Figure 1. I/O pins on the die edge.
Pins as bars across the die edge, other pins in grey.
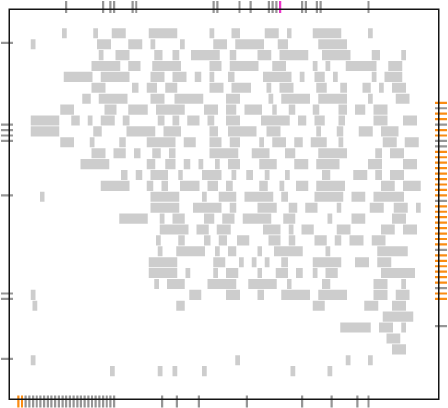
Figure 2. Clock network drawn from the DEF.
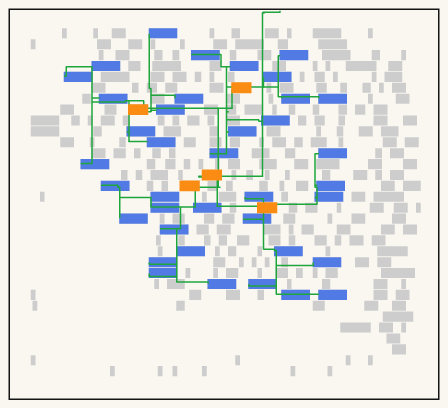
Figure 3. Routing congestion map.
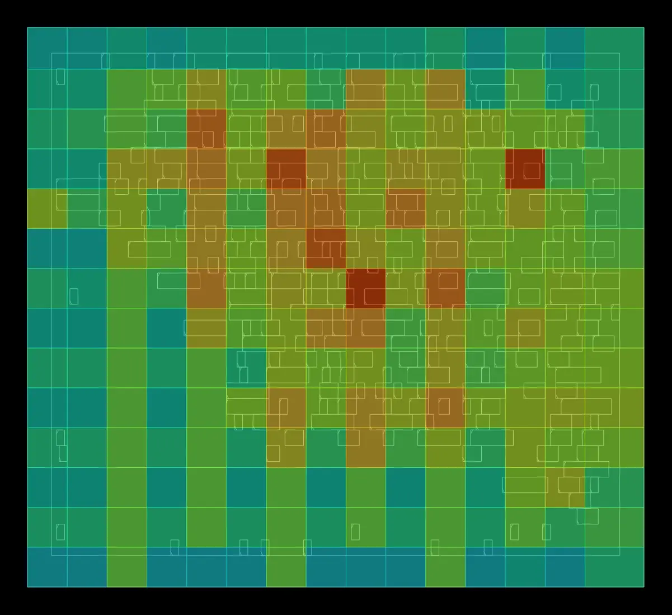
Figure 4. Signal wires by layer.
Only two layers are drawn.
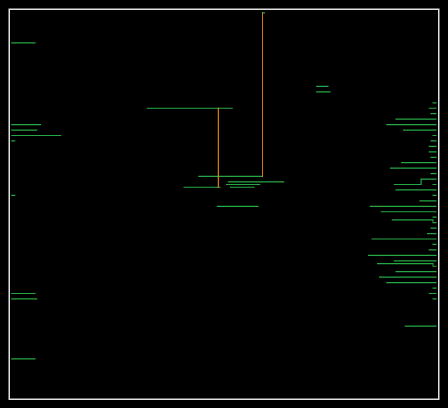
Figure 5. Cells coloured by class.
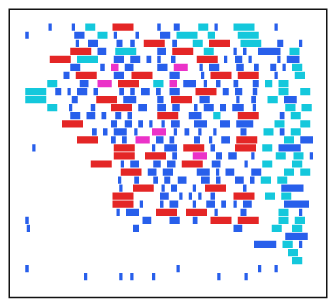
Design uart_tx_mmio, sky130hd; sources not shown.
==> impl_metrics.tcl <==
# collected from the flow reports
set metrics [dict create \
    status "complete, no violations" \
    max-cap-violations 0 \
    flop_area_um2 760.7 \
    finalHoldViolCount 0 \
    peakVddDrop_v 0.0001526 \
    place_congestion 0.7645 \
    ff_type "dfxtp_1" \
    leakage_uw 0.0009957 \
    ant_nets 0 \
    antenna_found_initial 0 \
    timing.fmax_mhz 333.0 \
    tightest_slew_ns 0.9857 \
    dieArea_um2 10350 \
    ys_cells 242 \
    cts_sinks 38 \
    grt_max_degree 28 \
    antenna_cells 0 \
    rsz0062_at_grt "no" \
    largest_area_cell "dfxtp_1" \
    top_cells_by_count "38 x dfxtp_1, 30 x nor2_1, 24 x buf_4" \
    fin_cells 410 \
    relSlewSlack_pct 34.08 \
    post_cts_buffers 0 \
    setup_tns_ns 0 \
    finalCritPeriodShare_pct 91.00 \
    power.density_nw_per_um2 490.7 \
    syn-cell-area_um2 2197 \
    h-tree-depth 2 \
    fin_nets 366 \
    fp_util_pct 25.64 \
    dp.cells 403 \
    portBuffers 50 \
    grt-ovfl-total 0 \
    async_flop_share_pct 0 \
    final-comb-area_um2 1294 \
    edf_count 0 \
    largest_reg_flops 13 \
    postSynthCellCount 242 \
    drc_errors 0 \
    tool_warnings 56 \
    clockRootBuffer "clkbuf_8" \
    min_path_type "reg -> reg" \
    post-route-min-period_ns 3.003 \
    drt_iter0_drc 76 \
    reg2reg_slack_ns 0.90 \
    setup_viol 0 \
    syn_avg_cell_area_um2 9.079 \
    synth_cell_types 45 \
    reg2regPathDepth 5 \
    post-synth-top-count-cell "dfxtp_1" \
    ctsHoldBuffers 0 \
    yosys.stat.chipArea_um2 2197 \
    worstSetupStartpointType "input port" \
    grt_pass1_vias 2136 \
    top_area_share_pct 34.62 \
    path_class "in -> out" \
    ios 101 \
    ys_ff 38 \
    vias_per_cell 4.700 \
    place_hpwl_um 5099 \
    ys_warn_count 0 \
    crit_chain "clkdlybuf4s50_1 > nor4_4 > nand4_4 > or2_2 > nor2_1 > and2_1 > buf_12" \
    drt-pass1-iter-count 4 \
    crit_required_ns 2.87 \
    area_delta_synth_final_pct 32.40 \
    drv_slew 0 \
    fillers 985 \
    yosys-top-cells-area "dfxtp_1 35%, buf_4 8.2%, mux2i_1 7.3%" \
    p_total_uw 1427 \
    whs_path_depth 1 \
    yosys.stat.seqShare_pct 34.62 \
    clk_pin_slew_ns 0.07 \
    max_stage_delay_ns 0.46 \
    path_max_fanout 6 \
    critical_path_arrival_ns 2.57 \
    cp-end-kind "primary output" \
    grt_pass1_wl_um 10930 \
    slowest_stage "clkdlybuf4s50_1" \
    cts_tree "yes" \
    final_layout_size_suffix_gt1_share_pct 10.31 \
    cts_resized 0 \
    numCtsBuffers 5 \
    cts_buffer_depth 2 \
]
## Picture notes: Figure 1
clk: shown in magenta, pins 1, direction input, edge north. addr: shown in orange, pins 32, direction input, edge 30 east, 2 south.
All pins by edge: 38 east, 35 south, 19 north, 9 west.
die width: 106.8 µm
die extent in y: 96.94 µm

## Picture notes: Figure 2
clock wires: shown in green, length 505 µm. clock-net drivers: shown in orange, count 5. flip-flops: shown in blue, count 38.
There are 6 routed clock nets.
clock power share: 22.3%
worst skew pair latency: 0.29 ns

## Picture notes: Figure 3
met2 Use GR: 22.89%
Finished Core Util: 33.95%
GRT met1 Usage: 15.15%
GR Util All Layers: 12.75%
average wire per standard cell: 15.90 µm

## Picture notes: Figure 4
M3: shown in green, wire length 380 µm. M4: shown in orange, wire length 60.5 µm.
drt total wl: 6519 µm
Vias: 1927

## Picture notes: Figure 5
remaining logic cells: shown in blue, cells 193, share of their area 48%. clock drivers and dummy loads: shown in magenta, cells 7, share of their area 3.0%. remaining buffers and delay cells: shown in cyan, cells 53, share of their area 22%. sequential cells: shown in red, cells 38, share of their area 28%.
total core area: 8568 µm²
Rows: 32
fraction of area in registers: 26.15%
Design Area, Final: 2909 µm²

[routing by layer]
| metal | vias to the layer above | global-route usage [%] | part of all wire, % |
|---|---|---|---|
| met5 | - | 0 | 0 |
| met4 | 0 | 2.950 | 0.92 |
| met3 | 4 | 3.135 | 5.8 |
| met2 | 65 | 22.89 | 50 |
| met1 | 947 | 15.15 | 43 |
| li1 | 911 | - | - |
[where the power goes]
group	switching [µW]	internal (µW)	total, µW
sequential	31.5	503	534
combinational	406	169	575
clock	156	162	318
[area by class of cell]
class | count | share of cell area, %
tap | 119 | 5.118
timing repair buffer | 53 | 20.73
clock buffer | 7 | 2.882
multi-input combinational | 188 | 44.47
inverter | 5 | 0.6452
sequential | 38 | 26.15
[logic make-up after synthesis]
| family | Yosys count | synth area share, % |
|---|---|---|
| buffers and inverters | 39 | 10.99 |
| other | 1 | 0.1707 |
| AND/OR/NAND/NOR | 87 | 25.00 |
| AND-OR/OR-AND | 42 | 12.98 |
| adder cells (fa/ha/maj) | 8 | 4.556 |
| multiplexers | 16 | 7.289 |
| flip-flops | 38 | 34.62 |
| XOR/XNOR | 11 | 4.385 |
[per-stage QoR]
step	setup WS, ns	instance area [µm²]	hold slack, ns
4_1_cts	0.09744	2897	0.3712
3_5_place_dp	0.1050	2813	0.3543
3_3_place_gp	0.3292	2813	0.3411
2_1_floorplan	0.3129	2283	0.3260
6_report	0.2970	2909	0.3659
5_1_grt	0.1185	2909	0.3942
[cells in the final DEF, fill, tap and decap left out, types with 2 or more instances in the layout]
cell             instances
a311oi_1                 8
clkbuf_8                 5
nand2_1                  9
nor4_4                   4
o21ai_0                  6
nor4_1                   2
conb_1                  24
nand3_1                  8
and2_1                   6
a22oi_1                  4
xnor2_1                  4
buf_4                    3
inv_1                    5
a21o_1                   2
a21oi_1                 16
nor2_1                  30
dfxtp_1                 38
buf_12                   8
xor2_1                   7
clkdlybuf4s50_1         42
and3_1                   3
ha_1                     8
nor3_1                   5
clkbuf_4                 2
or2_2                    2
nand4_1                  2
nand2b_1                 2
mux2i_1                 16
nor4_2                   2
[critical path, delay by kind of cell]
kind	cells	cell delay (ns)
and+or+nand+nor	5	1.58
buffers and inverters	2	0.65
Power is estimated from default activity; no workload was simulated.
